[src/rtl/mcp9808_temp_decoder_if.sv]
// Handshake and result bundle for the MCP9808 ambient-temperature decoder.
// master drives raw samples; slave is the decoder producing BCD results.
interface mcp9808_temp_decoder_if;
   logic [15:0] raw_i;
   logic        raw_valid;
   logic        busy;
   logic        valid_o;
   logic        sign_o;
   logic [11:0] int_bcd;
   logic [15:0] frac_bcd;
   logic        crit_o;
   logic        upper_o;
   logic        lower_o;
   logic        overrun;

   modport master (
      output raw_i, raw_valid,
      input  busy, valid_o, sign_o, int_bcd, frac_bcd,
             crit_o, upper_o, lower_o, overrun
   );

   modport slave (
      input  raw_i, raw_valid,
      output busy, valid_o, sign_o, int_bcd, frac_bcd,
             crit_o, upper_o, lower_o, overrun
   );
endinterface

[src/rtl/mcp9808_temp_decoder.sv]
// Decodes an MCP9808 ambient-temperature word into sign + BCD integer/fraction
// using one shared double-dabble shifter: 9 steps for degrees, 14 for the fraction.
module mcp9808_temp_decoder (
   input  logic                         clk,
   input  logic                         rst,
   mcp9808_temp_decoder_if.slave        bus
);
   typedef enum logic [1:0] {IDLE, CONV_INT, CONV_FRAC, DONE} state_t;

   state_t      state, state_nxt;
   logic        capture;
   logic        last_step;

   logic [15:0] bcd_w;
   logic [13:0] bin_w;
   logic [3:0]  cnt;
   logic [13:0] frac_prod;
   logic [11:0] int_acc;
   logic [3:0]  cap_flags;   // {crit, upper, lower, sign}

   logic [12:0] mag;
   logic [13:0] frac14;
   logic [13:0] prod_in;
   logic [15:0] bcd_adj;
   logic [29:0] stepped;

   logic        valid_r, sign_r, crit_r, upper_r, lower_r, overrun_r;
   logic [11:0] int_r;
   logic [15:0] frac_r;

   always_comb begin
      mag     = bus.raw_i[12] ? (13'h0 - bus.raw_i[12:0]) : bus.raw_i[12:0];
      frac14  = {10'b0, mag[3:0]};
      // x625 as 512+64+32+16+1
      prod_in = (frac14 << 9) + (frac14 << 6) + (frac14 << 5) + (frac14 << 4) + frac14;
   end

   always_comb begin
      bcd_adj = bcd_w;
      for (int unsigned d = 0; d < 4; d++) begin
         if (bcd_w[d*4 +: 4] >= 4'd5)
            bcd_adj[d*4 +: 4] = bcd_w[d*4 +: 4] + 4'd3;
      end
      stepped = {bcd_adj, bin_w} << 1;
   end

   always_ff @(posedge clk or negedge rst) begin
      if (!rst) state <= IDLE;
      else      state <= state_nxt;
   end

   always_comb begin
      state_nxt = IDLE;
      capture   = 1'b0;
      last_step = (cnt == 4'd0);
      case (state)
         IDLE: begin
            if (bus.raw_valid) begin
               capture   = 1'b1;
               state_nxt = CONV_INT;
            end else begin
               state_nxt = IDLE;
            end
         end
         CONV_INT:  state_nxt = last_step ? CONV_FRAC : CONV_INT;
         CONV_FRAC: state_nxt = last_step ? DONE : CONV_FRAC;
         DONE:      state_nxt = IDLE;
         default:   state_nxt = IDLE;
      endcase
   end

   always_ff @(posedge clk or negedge rst) begin
      if (!rst) begin
         bcd_w     <= '0;
         bin_w     <= '0;
         cnt       <= '0;
         frac_prod <= '0;
         int_acc   <= '0;
         cap_flags <= '0;
         valid_r   <= 1'b0;
         sign_r    <= 1'b0;
         crit_r    <= 1'b0;
         upper_r   <= 1'b0;
         lower_r   <= 1'b0;
         overrun_r <= 1'b0;
         int_r     <= '0;
         frac_r    <= '0;
      end else begin
         valid_r <= 1'b0;
         if (bus.raw_valid && state != IDLE)
            overrun_r <= 1'b1;
         if (capture) begin
            // integer part is left-aligned so its MSB shifts out of bin_w[13] first
            bin_w     <= {mag[12:4], 5'b0};
            bcd_w     <= '0;
            cnt       <= 4'd8;
            frac_prod <= prod_in;
            cap_flags <= bus.raw_i[15:12];
            overrun_r <= 1'b0;
         end else if (state == CONV_INT) begin
            if (last_step) begin
               int_acc <= stepped[25:14];
               bcd_w   <= '0;
               bin_w   <= frac_prod;
               cnt     <= 4'd13;
            end else begin
               bcd_w <= stepped[29:14];
               bin_w <= stepped[13:0];
               cnt   <= cnt - 4'd1;
            end
         end else if (state == CONV_FRAC) begin
            if (last_step) begin
               int_r   <= int_acc;
               frac_r  <= stepped[29:14];
               sign_r  <= cap_flags[0];
               lower_r <= cap_flags[1];
               upper_r <= cap_flags[2];
               crit_r  <= cap_flags[3];
               valid_r <= 1'b1;
            end else begin
               bcd_w <= stepped[29:14];
               bin_w <= stepped[13:0];
               cnt   <= cnt - 4'd1;
            end
         end
      end
   end

   assign bus.busy     = (state != IDLE);
   assign bus.valid_o  = valid_r;
   assign bus.sign_o   = sign_r;
   assign bus.int_bcd  = int_r;
   assign bus.frac_bcd = frac_r;
   assign bus.crit_o   = crit_r;
   assign bus.upper_o  = upper_r;
   assign bus.lower_o  = lower_r;
   assign bus.overrun  = overrun_r;
endmodule

[src/flat_wrapper.sv]
// flat-port wrapper written by rule: the top's interface ports become plain ports
module mcp9808_temp_decoder_flat 
  (clk, rst, bus_raw_i, bus_raw_valid, bus_busy, bus_valid_o, bus_sign_o, bus_int_bcd, bus_frac_bcd, bus_crit_o, bus_upper_o, bus_lower_o, bus_overrun);
  mcp9808_temp_decoder_if bus_i ();
  input  logic clk;
  input  logic rst;
  input wire logic [$bits(bus_i.raw_i)-1:0] bus_raw_i;
  input wire logic [$bits(bus_i.raw_valid)-1:0] bus_raw_valid;
  output wire logic [$bits(bus_i.busy)-1:0] bus_busy;
  output wire logic [$bits(bus_i.valid_o)-1:0] bus_valid_o;
  output wire logic [$bits(bus_i.sign_o)-1:0] bus_sign_o;
  output wire logic [$bits(bus_i.int_bcd)-1:0] bus_int_bcd;
  output wire logic [$bits(bus_i.frac_bcd)-1:0] bus_frac_bcd;
  output wire logic [$bits(bus_i.crit_o)-1:0] bus_crit_o;
  output wire logic [$bits(bus_i.upper_o)-1:0] bus_upper_o;
  output wire logic [$bits(bus_i.lower_o)-1:0] bus_lower_o;
  output wire logic [$bits(bus_i.overrun)-1:0] bus_overrun;
  assign bus_i.raw_i = bus_raw_i;
  assign bus_i.raw_valid = bus_raw_valid;
  assign bus_busy = bus_i.busy;
  assign bus_valid_o = bus_i.valid_o;
  assign bus_sign_o = bus_i.sign_o;
  assign bus_int_bcd = bus_i.int_bcd;
  assign bus_frac_bcd = bus_i.frac_bcd;
  assign bus_crit_o = bus_i.crit_o;
  assign bus_upper_o = bus_i.upper_o;
  assign bus_lower_o = bus_i.lower_o;
  assign bus_overrun = bus_i.overrun;
  mcp9808_temp_decoder u_core (.clk(clk), .rst(rst), .bus(bus_i));
endmodule
[config.mk]
export PLATFORM = sky130hd
export DESIGN_NAME = mcp9808_temp_decoder_flat
export DESIGN_NICKNAME = d
export VERILOG_FILES = /design/src/rtl/mcp9808_temp_decoder_if.sv /design/src/rtl/mcp9808_temp_decoder.sv /design/src/flat_wrapper.sv
export SDC_FILE = /design/constraint.sdc
export NUM_CORES = 1
export LEC_CHECK = 0
export CORE_UTILIZATION = 35
export CTS_BUF_LIST = sky130_fd_sc_hd__clkbuf_8
export CTS_CLUSTER_DIAMETER = 150
export DETAILED_ROUTE_END_ITERATION = 8
export SYNTH_ARGS = -nofsm -noshare
export SYNTH_HDL_FRONTEND = slang
export SYNTH_SLANG_ARGS = --single-unit
[constraint.sdc]
create_clock -name clk -period 2.9 [get_ports clk]
set_input_delay 0.725 -clock clk [delete_from_list [all_inputs] [get_ports clk]]
set_output_delay 0.725 -clock clk [all_outputs]
set_load 0.005 [all_outputs]
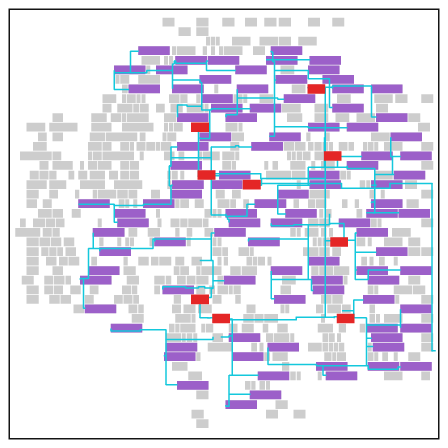
*Clock network drawn from the DEF, run 1*
clock-net drivers: drawn in red, count 9. clock wires: drawn in cyan, length 1190 microns. flip-flops: drawn in purple, count 99.
There are 10 routed clock nets.

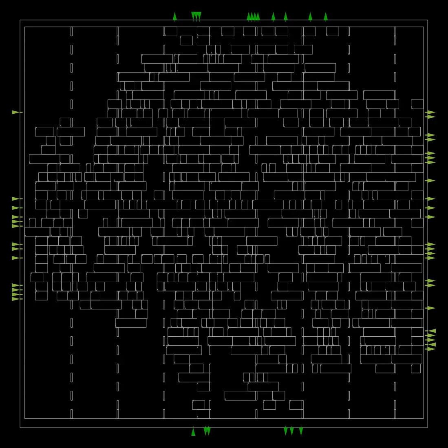
*Cell placement, run 1*
Fillers: 1323
Rows: 43

==> impl_metrics.tcl, run 1 <==
# metrics dict for downstream scripts
set metrics [dict create \
    worstPathCellList "buf_12 > inv_12 > ha_4 > nand2b_4 > xor2_2 > inv_2 > buf_6 > xnor2_2 > ha_1 > buf_6 > fa_2 > nand3_4 > a21o_1 > a2111o_1 > o211ai_1" \
    clk_pin_slew_ns 0.09 \
    fin_util_pct 45.24 \
    fp-utilization_pct 36.02 \
    worstSetupPathType "in2reg" \
    timing.fmax_mhz 357.1 \
    drive_gt1_share_pct 20.76 \
    synth_cells 472 \
    final_cell_mix "dfrtp_1, nand2_1, clkdlybuf4s50_1" \
    slew_viol_final 0 \
    grt_max_degree 49 \
    drtPass1Iterations 4 \
    ys_dominant_reg_cell "dfrtp_1" \
    worst_pin_slew_ns 0.7700 \
    postCtsHoldBufs 0 \
    ys_warn_count 0 \
    grt_util_all_layers_pct 15.52 \
    layout_min_cycle_time_ns 2.801 \
    worst_slew_margin_rel_pct 48.64 \
    synthDistinctLibCells 50 \
    use_met3_pct 2.715 \
    coreArea_sq_mm 0.01393 \
    cp_slowest_stage_delay_ns 0.41 \
    start_kind "primary input" \
    io_pins 54 \
    p_per_area_mw_per_mm2 726.3 \
    area_growth_pct 25.60 \
    cts_sinks 99 \
    via_count 3653 \
    cap_violations 0 \
    viasPerCell 4.977 \
    edf_count 0 \
    drt_iter0_drc 155 \
    slowest_stage "a2111o_1" \
    numCtsBuffers 9 \
    syn_area_sq_mm 0.005019 \
    die-area_sq_mm 0.01482 \
    port_buffers 53 \
    end_kind "register" \
    cts_tree "built" \
    clk_path_buf_depth 2 \
    yosysSeqAreaShare_pct 49.36 \
    finClkSkew_ns 0.007516 \
    num_antenna_cells 0 \
    globalplace.congestion 0.7964 \
    dp_hpwl_microns 7668 \
    power.leakage_uw 0.002814 \
    warning_count 34 \
    finalHoldViolCount 0 \
    gr-usage-met1_pct 19.26 \
    grt_pass1_vias 3779 \
    ant_nets 0 \
    yosys_area_sq_mm 0.005019 \
    ir_drop_uv 320.9 \
    crit_top_cell "buf_6" \
    fp_nets 515 \
    holdCritPathClass "in2async" \
    grt_pass1_wl_microns 18020 \
    die_x_microns 121.7 \
    setup_viol 0 \
    chipHeight_microns 121.7 \
    critPathMaxFanout 4 \
    grtUsageMet2_pct 27.12 \
    clk_latency_ns 0.36 \
    status "completed" \
    top_usage_layer "met2" \
    drc 0 \
    seq_area_sq_mm 0.002477 \
    synth-seq-cells 99 \
    yosysCellCount 472 \
    postSynthAreaPerCell_sq_um 10.63 \
]
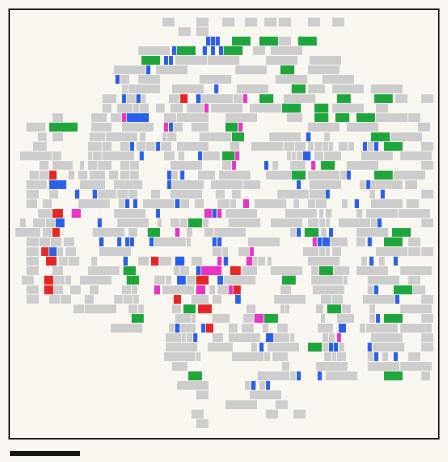
*Logic cells by family, run 1*
Scale bar: 20 microns.
and/or cells: drawn in red, cells 15. nand cells: drawn in blue, cells 86, most used nand2_1. mux cells: drawn in green, cells 43. nor cells: drawn in magenta, cells 23, most used nor2_1, where centre.
final non-filler cell total: 734
Comb area share: 38.98%
most numerous logic cell after layout: dfrtp_1

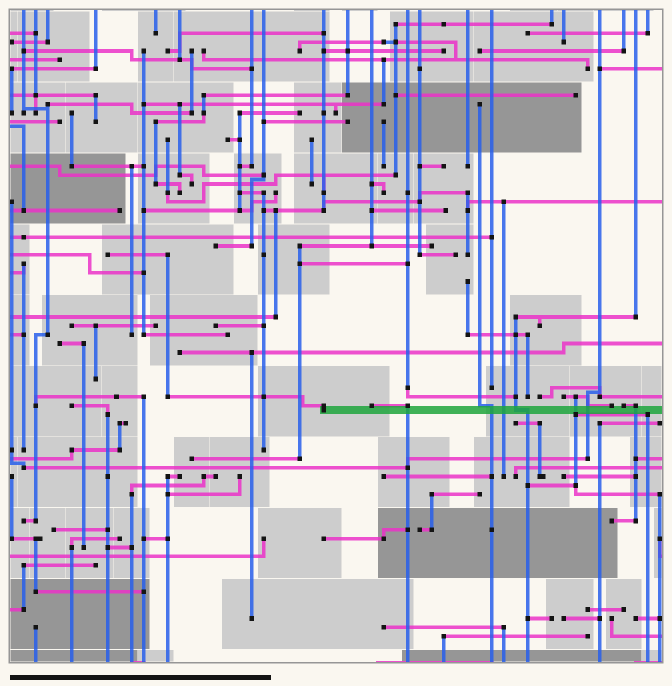
*Close-up of the layout, run 1*
Scale bar: 10 microns. Region (48, 24) to (73, 49) microns. Cells in grey, sequential cells in the stronger grey; small squares are vias.
M2: drawn in blue. M3: drawn in green. M1: drawn in magenta.
41 logic cells have their middle in the window. Most frequent: buf_4 (5), nand2_1 (4). Sequential cells in the window: 3.

run 1: timing repair:
| item | 4_1_cts | 5_1_grt |
|---|---|---|
| setup buffers | 1 | 1 |
| cloned | 0 | 0 |
| pin swaps | 6 | 7 |
| endpoints found under the setup margin | 7 | 4 |
| resized | 17 | 16 |
run 1: per-layer routing:
layer	wire length, microns	vias to the layer above
li1	-	1806
met1	4947	1782
met2	5258	55
met3	280	10
met4	157	0
met5	0	-
run 1: through the flow:
stage	setup WS (ns)	hold WS [ns]	TNS (ns)	instance area, sq um	std cells
6_report	0.09930	0.3626	0	6304	734
5_1_grt	-0.002085	0.4055	-0.002085	6304	734
4_1_cts	0.005361	0.3833	0	6240	733
3_5_place_dp	-0.9338	0.4686	-5.271	6016	716
3_3_place_gp	-0.8541	0.4597	-4.928	6016	716
2_1_floorplan	-0.2050	0.4294	-0.2409	5089	472
run 1: power breakdown:
group	internal, uW	switching, uW
Combinational	800	1010
Sequential	1710	216
Clock	363	482
Total	2870	1710
run 1: final timing paths:
path,slack (ns),startpoint,end,cells after the start
worst max-delay path,0.1,bus_raw_i[1],u_core.frac_prod[12]$_DFFE_PN0P_,15
worst min-delay path,0.36,rst,u_core.bus.int_bcd[11]$_DFFE_PN0P_,1
worst max register to register,0.42,register,u_core.bus.frac_bcd[9]$_DFFE_PN0P_,6
worst min register to register,0.48,u_core.int_acc[2]$_DFFE_PN0P_,u_core.int_acc[2]$_DFFE_PN0P_,2
max in group asynchronous,1.85,rst,u_core.bin_w[9]$_DFFE_PN0P_,2
min in group clk,0.48,u_core.int_acc[2]$_DFFE_PN0P_,u_core.int_acc[2]$_DFFE_PN0P_,2
run 1: final cells by class:
type	count	area share (%)
sequential	99	39.30
multi-input combinational	325	38.98
timing repair buffer	89	13.38
tap	180	3.573
clock buffer	11	2.402
inverter	25	1.806
clock inverter	5	0.5558
run 1: registers in the layout (all words and copies together) (netlist names), 4 cells and up, named ones only:
name and count:
u_core.bus.int_bcd 12, u_core.frac_prod 13, u_core.bcd_w 16, u_core.bus.frac_bcd 16
u_core.bin_w 14, u_core.cap_flags 4, u_core.cnt 4, u_core.int_acc 12
run 1: Yosys cell counts, types with 4 or more instances:
library cell / instances / area (sq um)
dfrtp_1: 99 / 2477
nand2_1: 74 / 277.8
o21ai_0: 33 / 165.2
inv_1: 25 / 93.84
ha_1: 22 / 275.3
a21oi_1: 18 / 90.09
clkbuf_1: 17 / 63.81
mux2_2: 17 / 191.4
mux2_4: 17 / 255.2
nor2_1: 15 / 56.30
xnor2_1: 13 / 113.9
a211oi_1: 9 / 67.56
mux2i_1: 9 / 90.09
a21o_1: 8 / 60.06
o22ai_1: 8 / 50.05
o21ai_1: 7 / 35.03
nand2b_1: 6 / 37.54
o31ai_1: 6 / 45.04
xor2_1: 6 / 52.55
a21boi_0: 4 / 30.03
a22o_1: 4 / 35.03
o41ai_1: 4 / 35.03
run 1: kinds of logic after synthesis:
logic type / share of synthesized area, %
fa+ha+maj: 6.283
xor+xnor: 3.316
compound gates: 14.76
flops: 49.36
buf+inv: 4.114
simple gates: 11.47
mux: 10.70
==> run 2: changes to the inputs <==
Settings changed: HOLD_SLACK_MARGIN set to 0.03.
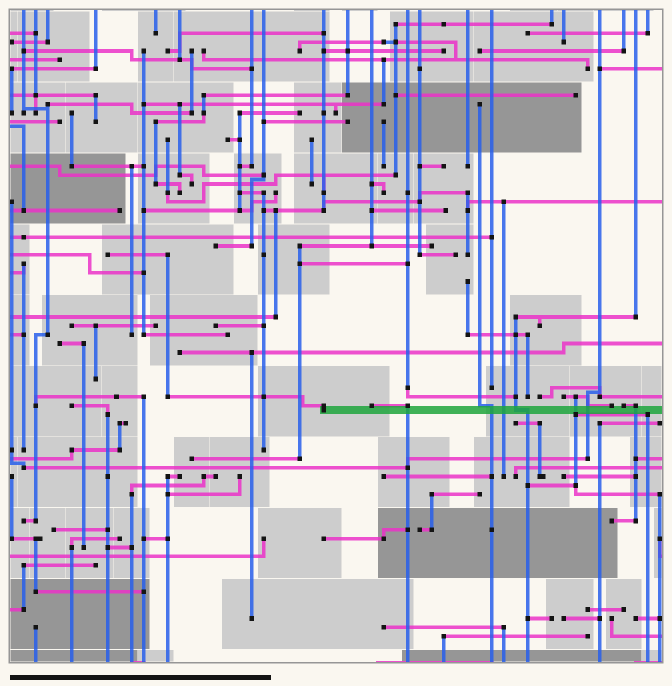
*Close-up of the layout, run 2*
Scale bar: 10 microns. Region (48, 24) to (73, 49) microns. Cells in grey, sequential cells in the stronger grey; small squares are vias.
M3: drawn in green. M2: drawn in blue. M1: drawn in magenta.
41 logic cells have their middle in the window. Most frequent: buf_4 (5), nand2_1 (4). Sequential cells in the window: 3.

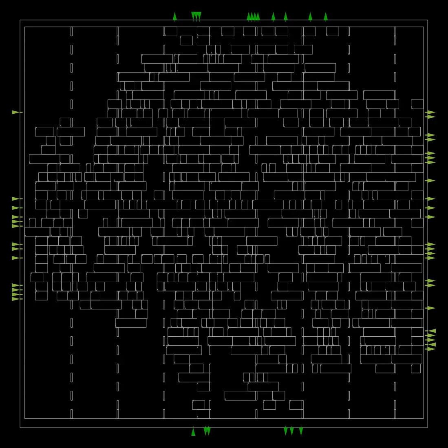
*Cell placement, run 2*
n_taps: 180
sequential cell count: 99
Core ar.: 0.01393 sq mm
final core occ: 45.24%

==> run 2 against run 1 <==
- clock power about the same
- non-clock buffer count unchanged
- global-route usage unchanged
- critical path depth unchanged
- synthesized cell count unchanged
- power unchanged
- sequential cell count unchanged
- final area unchanged
==> impl_metrics.tcl, run 2 <==
# metrics dict for downstream scripts
set metrics [dict create \
    status "completed" \
    overflow 0 \
    synth-seq-cells 99 \
    numCtsBuffers 9 \
    setup_viol 0 \
    fp_nets 515 \
    top_area_cell "dfrtp_1" \
    antenna_found_initial 0 \
    warning_count 34 \
    drtPass1Iterations 4 \
    postSynthAreaPerCell_sq_um 10.63 \
    num-nets-final 592 \
    via_count 3653 \
    grt_util_all_layers_pct 15.52 \
    drt_iter0_drc 155 \
    timing.hold.ws_ns 0.3626 \
    arrival_ns 3.09 \
    instances_no_fill 734 \
    fillers 1323 \
    layout_min_cycle_time_ns 2.801 \
    dp_hpwl_microns 7668 \
    start_kind "primary input" \
    synthTopCellsByArea "dfrtp_1, nand2_1, ha_1" \
    synth_top_cell_by_count "dfrtp_1" \
    grt_pass1_wl_microns 18020 \
    seq_area_sq_mm 0.002477 \
    end_kind "register" \
    cts_sinks 99 \
    worst_pin_slew_ns 0.7700 \
    slew_viol_final 0 \
    mostFrequentLayoutCell "dfrtp_1" \
    yosysCellCount 472 \
    power.total_uw 4578 \
    clk_pin_slew_ns 0.09 \
    postCtsHoldBufs 0 \
    dp.cells 716 \
    ys_warn_count 0 \
    worst_slew_margin_rel_pct 48.64 \
    ys_dominant_reg_cell "dfrtp_1" \
    finClkSkew_ns 0.007516 \
    cts_tree "built" \
    finalHoldViolCount 0 \
    worstSetupPathType "in2reg" \
    num_rows 43 \
    holdCritPathClass "in2async" \
    htree_levels 3 \
    synth_cells 472 \
    critPathMaxFanout 4 \
    ant_nets 0 \
    die-area_sq_mm 0.01482 \
    area_growth_pct 25.60 \
    timing.fmax_mhz 357.1 \
    power.leakage_uw 0.002814 \
    clk_path_buf_depth 2 \
    io_pins 54 \
    drc 0 \
    drive_gt1_share_pct 20.76 \
    yosysTopAreaCellShare_pct 49.36 \
    yosys_area_sq_mm 0.005019 \
    common_cells "dfrtp_1, nand2_1, o21ai_0" \
    grt_pass1_vias 3779 \
    yosysSeqAreaShare_pct 49.36 \
    globalplace.congestion 0.7964 \
    ir_drop_uv 320.9 \
    synthDistinctLibCells 50 \
    p_per_area_mw_per_mm2 726.3 \
    clk_latency_ns 0.36 \
    chipHeight_microns 121.7 \
    final_cell_mix "dfrtp_1, nand2_1, clkdlybuf4s50_1" \
    fp-utilization_pct 36.02 \
    grt_max_degree 49 \
    routedWlPerCell_microns 14.50 \
    syn_area_sq_mm 0.005019 \
    edf_count 0 \
    drt_wl_total_microns 10640 \
    viasPerCell 4.977 \
    port_buffers 53 \
    num_antenna_cells 0 \
    async_flop_share_pct 100.0 \
    die_x_microns 121.7 \
    cap_violations 0 \
]
==> run 2: per-layer routing <==
metal | GRT usage (%) | part of all wire (%)
met5 | 0 | 0
met4 | 5.093 | 1.5
met3 | 2.715 | 2.6
met2 | 27.12 | 49
met1 | 19.26 | 46
==> run 2: logic make-up after synthesis <==
logic type	synth area share [%]
compound gates	14.76
buf+inv	4.114
flops	49.36
simple gates	11.47
mux	10.70
xor+xnor	3.316
fa+ha+maj	6.283
==> run 2: path summary, 6_finish.rpt <==
kind	cells past startpoint	from	slack, ns	end
min	1	rst	0.36	u_core.bus.int_bcd[11]$_DFFE_PN0P_
min in group clk	2	u_core.int_acc[2]$_DFFE_PN0P_	0.48	u_core.int_acc[2]$_DFFE_PN0P_
max	15	bus_raw_i[1]	0.1	u_core.frac_prod[12]$_DFFE_PN0P_
max reg2reg	6	register	0.42	u_core.bus.frac_bcd[9]$_DFFE_PN0P_
min reg2reg	2	u_core.int_acc[2]$_DFFE_PN0P_	0.48	u_core.int_acc[2]$_DFFE_PN0P_
max in group asynchronous	2	rst	1.85	u_core.bin_w[9]$_DFFE_PN0P_
==> run 2: cell type report <==
class                           count  area share, %
Clock buffer                       11          2.402
Clock inverter                      5         0.5558
Inverter                           25          1.806
Multi-Input combinational cell    325          38.98
Sequential cell                    99          39.30
Tap cell                          180          3.573
Timing Repair Buffer               89          13.38
==> run 2: worst max-delay path, cell delays in order <==
cell and delay, ns:
buf_12 0.09, inv_12 0.03, ha_4 0.14, nand2b_4 0.14
xor2_2 0.18, inv_2 0.07, buf_6 0.13, xnor2_2 0.12
ha_1 0.35, buf_6 0.12, fa_2 0.23, nand3_4 0.09
a21o_1 0.18, a2111o_1 0.41, o211ai_1 0.09
==> run 2: repair_timing <==
| action | CTS | global route |
|---|---|---|
| setup buffers | 1 | 1 |
| hold endpoints to repair | 0 | 0 |
| cloned | 0 | 0 |
| endpoints found under the setup margin | 7 | 4 |
| resized | 17 | 16 |
| pin swaps | 6 | 7 |
==> run 2: stage by stage <==
step | cell area, sq um | setup slack (ns) | util, % | setup TNS (ns)
6_report | 6304 | 0.09930 | 45.24 | 0
5_1_grt | 6304 | -0.002085 | 45.24 | -0.002085
4_1_cts | 6240 | 0.005361 | 44.78 | 0
3_5_place_dp | 6016 | -0.9338 | 43.17 | -5.271
3_3_place_gp | 6016 | -0.8541 | 43.17 | -4.928
2_1_floorplan | 5089 | -0.2050 | - | -0.2409
==> run 2: power breakdown <==
part | internal, uW | switching, uW | leakage, uW
Sequential | 1710 | 216 | 0.00129
Combinational | 800 | 1010 | 0.00143
Clock | 363 | 482 | 0.0000961
Total | 2870 | 1710 | 0.00281
Power is estimated from default activity; no workload was simulated.
